### config.mk
export PLATFORM = sky130hd
export DESIGN_NAME = imem_loader
export DESIGN_NICKNAME = d
export VERILOG_FILES = /design/src/rtl/imem_loader.sv
export SDC_FILE = /design/constraint.sdc
export NUM_CORES = 1
export LEC_CHECK = 0
export ABC_AREA = 1
export ABC_CLOCK_PERIOD_IN_PS = 2950
export CAP_MARGIN = 20
export CORE_ASPECT_RATIO = 0.6
export CORE_MARGIN = 3
export CORE_UTILIZATION = 25
export CTS_CLUSTER_SIZE = 40
export DETAILED_ROUTE_END_ITERATION = 6
export PLACE_DENSITY_LB_ADDON = 0.12
export SYNTH_ARGS = -nofsm -noshare
export SYNTH_HDL_FRONTEND = slang
export SYNTH_SLANG_ARGS = --single-unit
### constraint.sdc
create_clock -name clk -period 2.95 [get_ports clk]
set_input_delay 0.4425 -clock clk [delete_from_list [all_inputs] [get_ports clk]]
set_output_delay 0.4425 -clock clk [all_outputs]
set_load 0.03 [all_outputs]
### src/rtl/imem_loader.sv
`default_nettype none
// ============================================================================
//  Module   : imem_loader
//  Purpose  : Receives a length-prefixed, XOR-checksummed program image as a
//             byte stream and writes 32-bit little-endian words into the
//             instruction RAM while holding the CPU core in reset.
//  Revision : 1.0  initial release
// ============================================================================
module imem_loader #(
    parameter int unsigned DEPTH     = 256,
    parameter logic [31:0] BASE_ADDR = 32'h0000_0000
) (
    input  logic        clk,
    input  logic        reset_n,
    input  logic        load_start,
    input  logic        load_abort,
    input  logic [7:0]  rx_data,
    input  logic        rx_valid,
    output logic        rx_ready,
    output logic        imem_we,
    output logic [31:0] imem_addr,
    output logic [31:0] imem_wdata,
    output logic        busy,
    output logic        cpu_hold,
    output logic        done,
    output logic        err
);

    localparam logic [16:0] C_DEPTH = 17'(DEPTH);

    typedef enum logic [2:0] {
        S_IDLE   = 3'd0,
        S_LEN_LO = 3'd1,
        S_LEN_HI = 3'd2,
        S_DATA   = 3'd3,
        S_WRITE  = 3'd4,
        S_CHK    = 3'd5
    } state_t;

    state_t      state_q,      state_d;
    logic [15:0] len_q,        len_d;
    logic [15:0] word_idx_q,   word_idx_d;
    logic [1:0]  byte_cnt_q,   byte_cnt_d;
    logic [31:0] word_q,       word_d;
    logic [7:0]  chk_q,        chk_d;
    logic        imem_we_q,    imem_we_d;
    logic [31:0] imem_addr_q,  imem_addr_d;
    logic [31:0] imem_wdata_q, imem_wdata_d;
    logic        done_q,       done_d;
    logic        err_q,        err_d;

    logic        w_ready;
    logic        w_accept;
    logic [15:0] w_new_len;
    logic [31:0] w_word;

    // Byte acceptance: only in byte-consuming states, and never in an abort cycle
    always_comb begin
        w_ready = 1'b0;
        case (state_q)
            S_LEN_LO, S_LEN_HI, S_DATA, S_CHK: w_ready = 1'b1;
            default:                           w_ready = 1'b0;
        endcase
        if (load_abort) begin
            w_ready = 1'b0;
        end
    end

    assign w_accept  = rx_valid && w_ready;
    assign w_new_len = {rx_data, len_q[7:0]};

    // Word being assembled with the incoming byte placed in its lane
    always_comb begin
        w_word                     = word_q;
        w_word[8*byte_cnt_q +: 8]  = rx_data;
    end

    // Next-state and datapath update; abort is applied last so it overrides all
    always_comb begin
        state_d      = state_q;
        len_d        = len_q;
        word_idx_d   = word_idx_q;
        byte_cnt_d   = byte_cnt_q;
        word_d       = word_q;
        chk_d        = chk_q;
        imem_we_d    = 1'b0;
        imem_addr_d  = imem_addr_q;
        imem_wdata_d = imem_wdata_q;
        done_d       = done_q;
        err_d        = err_q;

        case (state_q)
            S_IDLE: begin
                if (load_start) begin
                    state_d    = S_LEN_LO;
                    done_d     = 1'b0;
                    err_d      = 1'b0;
                    len_d      = 16'd0;
                    word_idx_d = 16'd0;
                    byte_cnt_d = 2'd0;
                    word_d     = 32'd0;
                    chk_d      = 8'd0;
                end
            end
            S_LEN_LO: begin
                if (w_accept) begin
                    len_d[7:0] = rx_data;
                    state_d    = S_LEN_HI;
                end
            end
            S_LEN_HI: begin
                if (w_accept) begin
                    len_d = w_new_len;
                    if (w_new_len == 16'd0) begin
                        state_d = S_CHK;
                    end else if ({1'b0, w_new_len} > C_DEPTH) begin
                        state_d = S_IDLE;
                        err_d   = 1'b1;
                    end else begin
                        state_d = S_DATA;
                    end
                end
            end
            S_DATA: begin
                if (w_accept) begin
                    word_d     = w_word;
                    chk_d      = chk_q ^ rx_data;
                    byte_cnt_d = byte_cnt_q + 2'd1;
                    if (byte_cnt_q == 2'd3) begin
                        // Register the write so the strobe appears in the WRITE cycle
                        state_d      = S_WRITE;
                        imem_we_d    = 1'b1;
                        imem_addr_d  = BASE_ADDR + {14'd0, word_idx_q, 2'b00};
                        imem_wdata_d = w_word;
                    end
                end
            end
            S_WRITE: begin
                word_idx_d = word_idx_q + 16'd1;
                if (({1'b0, word_idx_q} + 17'd1) < {1'b0, len_q}) begin
                    state_d = S_DATA;
                end else begin
                    state_d = S_CHK;
                end
            end
            S_CHK: begin
                if (w_accept) begin
                    state_d = S_IDLE;
                    if (rx_data == chk_q) begin
                        done_d = 1'b1;
                    end else begin
                        err_d = 1'b1;
                    end
                end
            end
            default: begin
                state_d = S_IDLE;
            end
        endcase

        if (load_abort && (state_q != S_IDLE)) begin
            state_d   = S_IDLE;
            err_d     = 1'b1;
            done_d    = 1'b0;
            imem_we_d = 1'b0;
        end
    end

    // State and datapath registers with asynchronous active-low reset
    always_ff @(posedge clk or negedge reset_n) begin
        if (!reset_n) begin
            state_q      <= S_IDLE;
            len_q        <= 16'd0;
            word_idx_q   <= 16'd0;
            byte_cnt_q   <= 2'd0;
            word_q       <= 32'd0;
            chk_q        <= 8'd0;
            imem_we_q    <= 1'b0;
            imem_addr_q  <= 32'd0;
            imem_wdata_q <= 32'd0;
            done_q       <= 1'b0;
            err_q        <= 1'b0;
        end else begin
            state_q      <= state_d;
            len_q        <= len_d;
            word_idx_q   <= word_idx_d;
            byte_cnt_q   <= byte_cnt_d;
            word_q       <= word_d;
            chk_q        <= chk_d;
            imem_we_q    <= imem_we_d;
            imem_addr_q  <= imem_addr_d;
            imem_wdata_q <= imem_wdata_d;
            done_q       <= done_d;
            err_q        <= err_d;
        end
    end

    assign rx_ready   = w_ready;
    assign imem_we    = imem_we_q;
    assign imem_addr  = imem_addr_q;
    assign imem_wdata = imem_wdata_q;
    assign busy       = (state_q != S_IDLE);
    assign cpu_hold   = (state_q != S_IDLE);
    assign done       = done_q;
    assign err        = err_q;

endmodule
`default_nettype wire
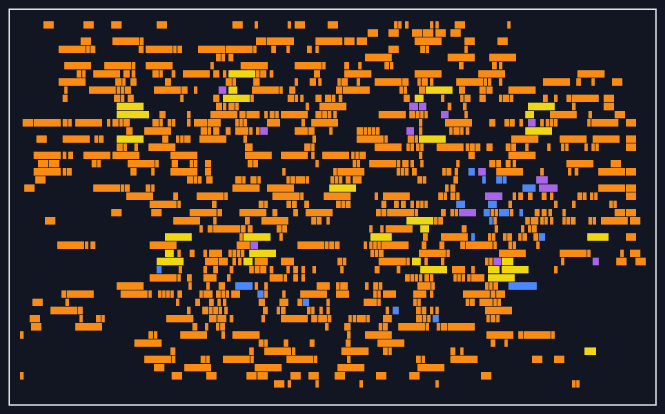
Run 1: drive-strength map
(3 px per µm)
Key: purple = drive 3 to 4 [cells 15, share 1.7%, most used buf_4]; yellow = drive 6 and up [cells 30, share 3.4%, most used clkbuf_16]; blue = drive 2 [cells 20, share 2.3%, most used inv_2]; orange = drive 1 or less [cells 805, share 93%, most used nand2_1]

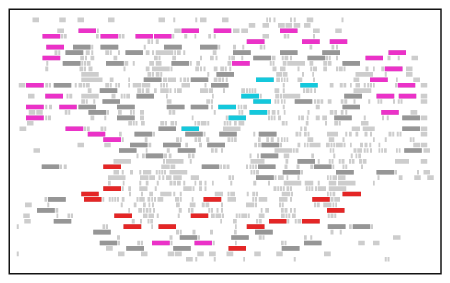
Run 1: register map, names as in the netlist
(2 px per µm) Other sequential cells in the stronger gray, the rest of the logic in the fainter gray.
Key: magenta = imem_wdata [placed flops 32]; red = word_idx_q [placed flops 16]; cyan = chk_q [placed flops 8]

==> results.yml, run 1 <==
# flow metrics
power_and_ir_drop:
  maxPowerGroup: "the clock network"
  powerClk_mw: 2.10
  comb-power_mw: 1.55
  clkPwrFrac_pct: 37.1
  p_sw_mw: 2.10
  power_frac_seq_pct: 35.5
  powerSeq_mw: 2.01
  internal_power_mw: 3.55
  finalPower_mw: 5.65
logic_synthesis:
  ys.flop_type: "dfrtp_1"
  top_area_cell: "dfrtp_1"
  synth.avg_cell_area_um2: 8.28
  synth_flops: 128
  synthTopCellsByArea: "dfrtp_1 (49%), nand2_1 (10%), inv_1 (7.8%), o22ai_1 (6.5%), ha_1 (4.2%)"
  synth-edff-count: 0
  ys_cells: 792
  synth_cell_types: 36
  ys_warn_count: 0
  synthCells: 792
  common_cells: "nand2_1 (178), inv_1 (136), dfrtp_1 (128), o22ai_1 (68), nand3_1 (45)"
  async_reset_ff_share_pct: 100
  netlist.area_leader.share_pct: 48.9
  synth_seq_share_pct: 48.9
sta:
  rsz0062_at_grt: "false"
  tightestPinTransition_ns: 0.871
  fmax_mhz: 380
  whs_ns: 0.0416
  timing.final.ws_setup_ns: 0.318
  fin_crit_ns: 2.63
  max_slew_margin_pct: 41.9
  period_used_pct: 89.2
worst_setup_path:
  ff2ff_setup_slack_ns: 0.32
  crit_path_start: "word_idx_q[0]$_DFFE_PN0P_"
  required_ns: 3.26
  worstPathCellList: "ha_1 > nand2_1 > nor2_2 > nand2_2 > nor2_2 > nand2_1 > xor2_2 > ha_1 > nand2_1 > nand2_1 > a21oi_1 > o21ai_0 > nor2_1 > nand2_1 > nand2_1 > nand2_1 > nand2_1 > nand2_1"
  r2r_cells: 18
  crit_buf_inv: 0
  worstSetupEndpoint: "state_q[2]$_DFFE_PN0P_"
  r2r_end: "state_q[2]$_DFFE_PN0P_"
  worst_ep_arrival_time_ns: 2.94
  cpLargestDelayFamily: "simple AND/OR/NAND/NOR gates"
  cpMostUsedCell: "nand2_1"
global_routing:
  top_usage_layer: "met1"
  grt_usage_pct: 13.9
  met3_usage_pct: 3.86
  grt_pass1_vias: 4994
  grt.overflow.total: 0
cells_and_area:
  clkCellAreaFrac_pct: 7.12
  n_fill_cell: 2758
  area.share.sequential_pct: 39.7
  utilization_pct: 31.6
  lay_top_cells: "nand2_1 (177), inv_1 (136), dfrtp_1 (127)"
  layout_top_cell: "nand2_1"
  num-nonclk-inverters: 142
  stdcell_count: 1222
  ff_count: 128
  diodes: 0
  syn_to_final_growth_pct: 23.3
  ff_latch_area_um2: 3200
  area.combinational_um2: 2580
clocking:
  cts_inserted_buffers: 17
  cts_num_sinks: 128
  clkTransAtPathRegs_ns: 0.06
  h-tree-depth: 4
  cts_tree: "built"
  cts_hold_buf: 0
  clock_latency_ns: 0.43
floorplan:
  core_um2: 25600
  ioPinCount: 83
  die_x_um: 215
  tap_cells: 352
  initial_core_util_pct: 25.6
drt:
  wl_met2_um: 6840
  wl_met1_um: 11200
  first_pass_iters: 4
  route.detailed.drc: 0
  first_iter_violations: 401
  post_drt_wl_per_cell_um: 15.6
place:
  place_worst_setup_slack_ns: 0.127
  post-place-cells: 1190
  port_buffers: 66
  placed_cell_area_um2: 7490
status:
  status: "finished, final reports clean"
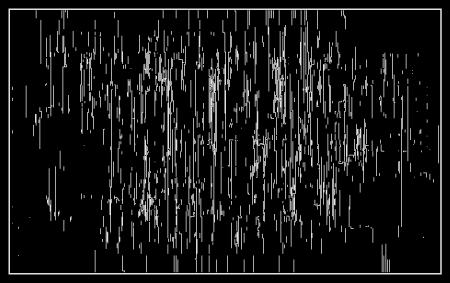
Run 1: metal 2
(2 px per µm)
The longest straight run is 67.3 µm. 673 nets have wire on it.
grt met2 use: 16.2%
final WL: 19100 µm
via count: 5253

==> run 1: cells by family after synthesis <==
kind of cell / count (synthesis) / share of synthesized area, %
AND/OR/NAND/NOR: 280 / 18.1
buffers and inverters: 185 / 12.9
AND-OR/OR-AND: 164 / 14.2
flip-flops: 128 / 48.9
adder cells (fa/ha/maj): 22 / 4.20
XOR/XNOR: 12 / 1.60
other: 1 / 0.0572
==> run 1: sequential cells by signal (all words and copies together), names as in the netlist <==
| signal | flops |
|---|---|
| byte_cnt_q | 2 |
| chk_q | 8 |
| done | 1 |
| err | 1 |
| imem_addr | 16 |
| imem_wdata | 32 |
| imem_we | 1 |
| len_q | 16 |
| state_q | 3 |
| word_idx_q | 16 |
| word_q | 32 |
## Run 2: what changed since run 1
--- a/config.mk
+++ b/config.mk
@@ -6,7 +6,7 @@
 export NUM_CORES = 1
 export LEC_CHECK = 0
 export ABC_AREA = 1
-export ABC_CLOCK_PERIOD_IN_PS = 2950
+export ABC_CLOCK_PERIOD_IN_PS = 2200
 export CAP_MARGIN = 20
 export CORE_ASPECT_RATIO = 0.6
 export CORE_MARGIN = 3
==> constraint.sdc (replaced) <==
create_clock -name clk -period 2.2 [get_ports clk]
set_input_delay 0.33 -clock clk [delete_from_list [all_inputs] [get_ports clk]]
set_output_delay 0.33 -clock clk [all_outputs]
set_load 0.03 [all_outputs]
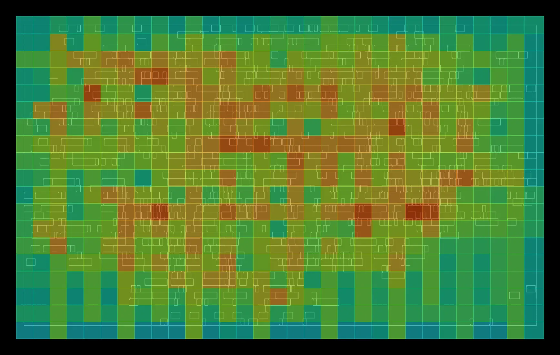
Run 2: routing congestion map
Avg WL per Cell: 15.9 µm
GRT Util Overall: 15.0%
global route hottest layer: met1

==> results.yml, run 2 <==
# flow metrics
drt:
  vias: 5551
  drtAntennaViolNets: 0
  route.detailed.drc: 0
  wl_met2_um: 7280
  drt_wl_total_um: 20600
  first_pass_iters: 5
  viasPerCell: 4.29
  wl_met1_um: 12200
  top_layer: "met4"
  first_iter_violations: 387
  wl_met3_um: 1050
flow_run:
  warnings: 34
  maxCapViolations: 0
worst_setup_path:
  cpMostUsedCell: "nand2_1"
  critPathSlowestCell: "dfrtp_1"
  worstSetupEndpoint: "state_q[2]$_DFFE_PN0P_"
  cpLargestDelayFamily: "simple AND/OR/NAND/NOR gates"
  r2r_cells: 19
  r2r_end: "state_q[2]$_DFFE_PN0P_"
  crit_buf_inv: 1
  worstPathCellList: "nand3_2 > nor2_2 > nand2_2 > nor2_4 > inv_2 > nor2_1 > nand2_1 > and2_4 > ha_4 > nand2_1 > nand2_1 > a21oi_2 > o21ai_1 > nor2_2 > nand2_1 > nand2_1 > nand2_1 > nand2_1 > nand2_1"
  crit_type: "flip-flop to flip-flop"
  r2r_start: "word_idx_q[1]$_DFFE_PN0P_"
  crit_path_start: "word_idx_q[1]$_DFFE_PN0P_"
  worst_ep_arrival_time_ns: 2.62
  worst-path-max-fanout: 3
  worst_path_largest_cell_delay_ns: 0.42
  endpoint_kind: "flip-flop"
  crit_cells: 19
  ff2ff_setup_slack_ns: -0.11
  required_ns: 2.51
  critPathLaunchType: "flip-flop"
cells_and_area:
  utilization_pct: 34.7
  n_fill_cell: 2702
  fin_area_um2: 8880
  drive_above_1_share_pct: 17.5
  layout_top_cell: "nand2_1"
  lay_top_cells: "nand2_1 (171), inv_1 (133), dfrtp_1 (128)"
  syn_to_final_growth_pct: 35.4
  diodes: 0
  final_nets: 964
  stdcell_count: 1294
clocking:
  clkTransAtPathRegs_ns: 0.06
  cts_hold_buf: 1
  cts_num_sinks: 128
  clockBufferDepth: 2
  h-tree-depth: 4
  clock_latency_ns: 0.43
  ctsResizeCount: 9
  cts_inserted_buffers: 17
  cts_post_setup_buffers_inserted: 2
  root_buffer: "clkbuf_16"
  cts_tree: "built"
global_routing:
  grt_pass1_vias: 5329
  use_met2_pct: 17.3
  antenna_found_initial: 0
  met3_usage_pct: 4.55
  grt_max_degree: 44
  grt_pass1_wl_um: 32200
  met1_usage_pct: 25.6
  grt.overflow.total: 0
logic_synthesis:
  async_reset_ff_share_pct: 100
  synth_flops: 128
  synth_adder_area_share_pct: 4.20
  ys.flop_type: "dfrtp_1"
  synthCells: 792
  synth.cell_area_um2: 6560
  synth-edff-count: 0
  synth_cell_types: 36
  ys_sh_aoi_pct: 14.2
  synth.avg_cell_area_um2: 8.28
  netlist.area_leader.share_pct: 48.9
  ys_warn_count: 0
  synth_top_cell_by_count: "nand2_1"
  ys_area_um2: 6560
  logic_family: "simple AND/OR/NAND/NOR gates"
  ys_cells: 792
  synth_seq_share_pct: 48.9
  muxShareOfSynthArea_pct: 0
  common_cells: "nand2_1 (178), inv_1 (136), dfrtp_1 (128), o22ai_1 (68), nand3_1 (45)"
  synth-xor-area-share_pct: 1.60
  synthTopCellsByArea: "dfrtp_1 (49%), nand2_1 (10%), inv_1 (7.8%), o22ai_1 (6.5%), ha_1 (4.2%)"
  synthSimpleGateAreaFrac_pct: 18.1
  top_area_cell: "dfrtp_1"
power_and_ir_drop:
  clkPwrFrac_pct: 37.1
  vdd_ir_drop_max_mv: 0.419
  powerSeq_mw: 2.68
  combinationalPowerShare_pct: 29.8
  finalPower_mw: 8.12
  p_sw_share_pct: 34.7
  maxPowerGroup: "the clock network"
  p_per_area_nw_per_um2: 915
  internal_power_mw: 5.31
  leakage_nw: 4.03
  p_sw_mw: 2.82
  comb-power_mw: 2.42
  power_frac_seq_pct: 33.0
  powerClk_mw: 3.02
place:
  port_buffers: 66
  placed_cell_area_um2: 8030
  post-place-cells: 1256
  dpl.hpwl_um: 15000
  gp_congestion: 0.864
  place_worst_setup_slack_ns: -0.187
sta:
  tns_ns: -0.198
  whs_ns: 0.402
  rsz0062_at_grt: "true"
  timing.final.ws_setup_ns: -0.111
  period_used_pct: 105
  fin_crit_ns: 2.31
  hold_viol: 0
  setup_viol: 2
  clock_skew_ns: 0.00731
  slew_viol_final: 0
  fmax_mhz: 433
worst_hold_path:
  hold_path.class: "input port to async pin"
floorplan:
  ioPinCount: 83
  row_count: 45
  die_x_um: 215
  initial_core_util_pct: 25.6
  die_y_um: 131
  die-area_um2: 28300
  core_um2: 25600
status:
  status: "finished with violations"
  violations: "negative setup slack"
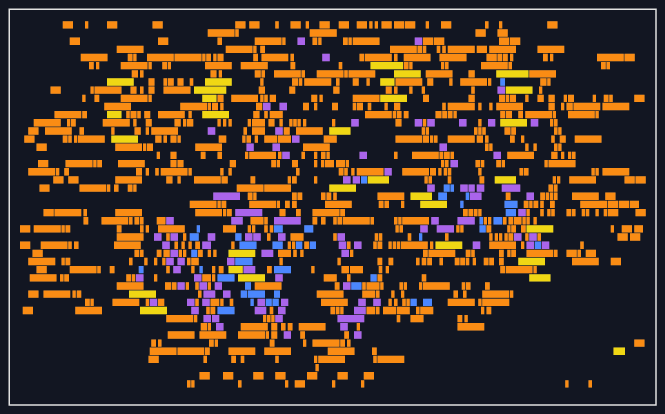
Run 2: drive-strength map
(3 px per µm)
Key: blue = drive 2 [cells 41, share 4.4%]; purple = drive 3 to 4 [cells 94, share 10%, most used buf_4]; orange = drive 1 or less [cells 777, share 82%, most used nand2_1]; yellow = drive 6 and up [cells 30, share 3.2%, most used clkbuf_16]

[run 2: cell types whose count changed in the layout (fill, tap and decap cells not counted), sizes merged]
| cell | previous run | this run |
|---|---|---|
| clkinvlp | 3 | 4 |
| dlygate4sd3 | 0 | 1 |
| clkbuf | 17 | 23 |
| buf | 9 | 80 |
| dlygate4sd2 | 0 | 2 |
| clkdlybuf4s50 | 65 | 62 |
| inv | 151 | 142 |
| bufinv | 1 | 3 |
| clkdlybuf4s15 | 0 | 1 |
[run 2: final cells by class]
type                    instances  area (µm²)  area share, %
multi-input cells             494        2760           31.0
inverters                     142         536           6.03
flip-flops and latches        128        3200           36.1
well taps                     352         440           4.96
clock buffers                  23         488           5.50
clock inverters                 9         130           1.47
repair buffers                146        1330           14.9
## Run 3: what changed since run 2
--- a/config.mk
+++ b/config.mk
@@ -7,7 +7,6 @@
 export LEC_CHECK = 0
 export ABC_AREA = 1
 export ABC_CLOCK_PERIOD_IN_PS = 2200
-export CAP_MARGIN = 20
 export CORE_ASPECT_RATIO = 0.6
 export CORE_MARGIN = 3
 export CORE_UTILIZATION = 25
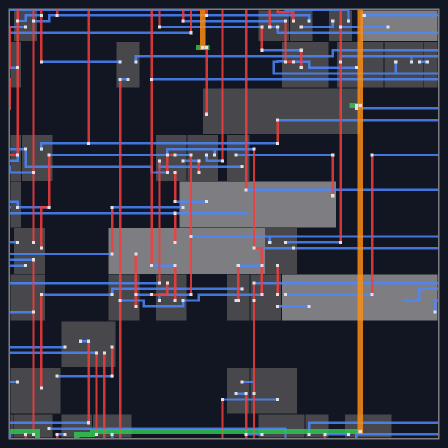
Run 3: layout detail
Window x 95 to 120, y 53 to 78 µm. Cells in gray, sequential cells in the stronger gray; small squares are vias.
Key: red = met2; blue = met1; orange = met4; green = met3
Netlist names of flops here include len_q (3). Most frequent: nand3_1 (6), buf_4 (5), nand2_1 (4). Sequential cells in the window: 3. 32 logic cells have their middle in the window.

==> results.yml, run 3 <==
# flow metrics
power_and_ir_drop:
  vdd_ir_drop_max_mv: 0.419
  powerSeq_mw: 2.68
  p_sw_mw: 2.82
  p_per_area_nw_per_um2: 915
  leakage_nw: 4.03
  clkPwrFrac_pct: 37.1
  finalPower_mw: 8.12
  powerClk_mw: 3.02
cells_and_area:
  lay_top_cells: "nand2_1 (171), inv_1 (133), dfrtp_1 (128)"
  area.combinational_um2: 2760
  buf_share_pct: 14.9
  diodes: 0
  n_fill_cell: 2702
  ff_latch_area_um2: 3200
  largest_class: "flip-flops and latches"
  area.share.sequential_pct: 36.1
  ff_count: 128
  num-nonclk-inverters: 142
  layout_top_cell: "nand2_1"
  sh_comb_area_pct: 31.0
  clkbuf_count: 23
  stdcell_count: 1294
  final_nets: 964
  signal_buffers: 146
  comb.multi_input.count: 494
floorplan:
  row_count: 45
  die-area_um2: 28300
  ioPinCount: 83
  die_y_um: 131
  tap_cells: 352
  initial_core_util_pct: 25.6
  core_um2: 25600
  die_x_um: 215
sta:
  setup_viol: 2
  timing.final.ws_setup_ns: -0.111
  period_used_pct: 105
  fmax_mhz: 433
  clock_skew_ns: 0.00731
  hold_viol: 0
  fin_crit_ns: 2.31
  tns_ns: -0.198
  slew_viol_final: 0
status:
  violations: "negative setup slack"
  status: "finished with violations"
logic_synthesis:
  ys.flop_type: "dfrtp_1"
  synthTopCellsByArea: "dfrtp_1 (49%), nand2_1 (10%), inv_1 (7.8%), o22ai_1 (6.5%), ha_1 (4.2%)"
  synth.cell_area_um2: 6560
  ys_cells: 792
  synth_top_cell_by_count: "nand2_1"
  netlist.area_leader.share_pct: 48.9
  synth_seq_share_pct: 48.9
  synthCells: 792
  synth_flops: 128
  top_area_cell: "dfrtp_1"
  synth.avg_cell_area_um2: 8.28
  async_reset_ff_share_pct: 100
  common_cells: "nand2_1 (178), inv_1 (136), dfrtp_1 (128), o22ai_1 (68), nand3_1 (45)"
  ys_warn_count: 0
  synth_cell_types: 36
  synth-edff-count: 0
  ys_area_um2: 6560
clocking:
  cts_num_sinks: 128
  root_buffer: "clkbuf_16"
  clkTransAtPathRegs_ns: 0.06
  h-tree-depth: 4
  clockBufferDepth: 2
  cts_inserted_buffers: 17
worst_setup_path:
  crit_buf_inv: 1
  crit_type: "flip-flop to flip-flop"
  ff2ff_setup_slack_ns: -0.11
  critPathSlowestCell: "dfrtp_1"
  cpMostUsedCell: "nand2_1"
  r2r_cells: 19
  critPathLaunchType: "flip-flop"
  endpoint_kind: "flip-flop"
  worst-path-max-fanout: 3
  crit_cells: 19
  required_ns: 2.51
  worst_ep_arrival_time_ns: 2.62
  cpLargestDelayFamily: "simple AND/OR/NAND/NOR gates"
drt:
  viasPerCell: 4.29
  wl_met3_um: 1050
  first_pass_iters: 5
  wl_met1_um: 12200
  first_iter_violations: 387
  wl_met2_um: 7280
  drtAntennaViolNets: 0
  drt_wl_total_um: 20600
  post_drt_wl_per_cell_um: 15.9
global_routing:
  grt_pass1_wl_um: 32200
  met3_usage_pct: 4.55
  use_met2_pct: 17.3
  top_usage_layer: "met1"
  antenna_found_initial: 0
  grt_usage_pct: 15.0
  grt_max_degree: 44
  met1_usage_pct: 25.6
  grt.overflow.total: 0
flow_run:
  maxCapViolations: 0
place:
  place_worst_setup_slack_ns: -0.187
  gp_congestion: 0.864
  post-place-cells: 1256
  port_buffers: 66
  placed_cell_area_um2: 8030
worst_hold_path:
  hold_path.class: "input port to async pin"
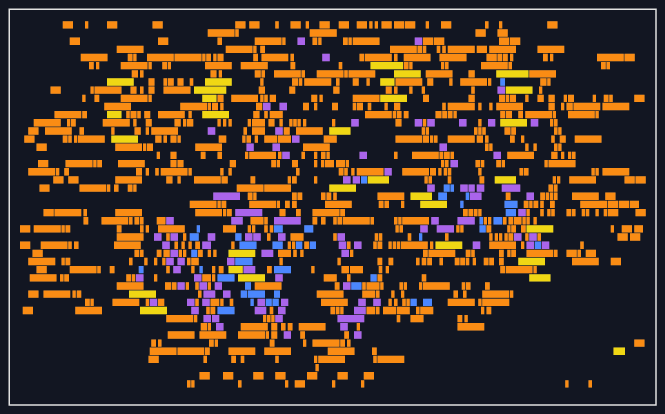
Run 3: drive-strength map
(3 px per µm)
Key: blue = drive 2 [cells 41, share 4.4%]; yellow = drive 6 and up [cells 30, share 3.2%, most used clkbuf_16]; orange = drive 1 or less [cells 777, share 82%, most used nand2_1]; purple = drive 3 to 4 [cells 94, share 10%, most used buf_4]
PnR worst setup slack: -0.111 ns
Area Growth Syn to Fin: 35.4%

[run 3: cell counts in the layout (fill, tap and decap cells not counted)]
Identical to the previous run, type by type.
[run 3: logic make-up (layout without fill, tap and decap cells)]
logic type | count (synthesis) | count (layout) | synth area share [%]
AOI/OAI and AO/OA | 164 | 164 | 14.2
xor gates and xnor gates | 12 | 12 | 1.60
adders and majority gates | 22 | 22 | 4.20
buffers and inverters | 185 | 320 | 12.9
DFF | 128 | 128 | 48.9
other | 1 | 16 | 0.0572
and+or+nand+nor | 280 | 280 | 18.1
[run 3: repair_timing]
action | in CTS | in global routing
hold buffers | 1 | 0
resized | 9 | 38
setup endpoints to repair | 5 | 3
hold endpoints to repair | 40 | 0
pin swaps | 4 | 17
buffers inserted | 2 | 3
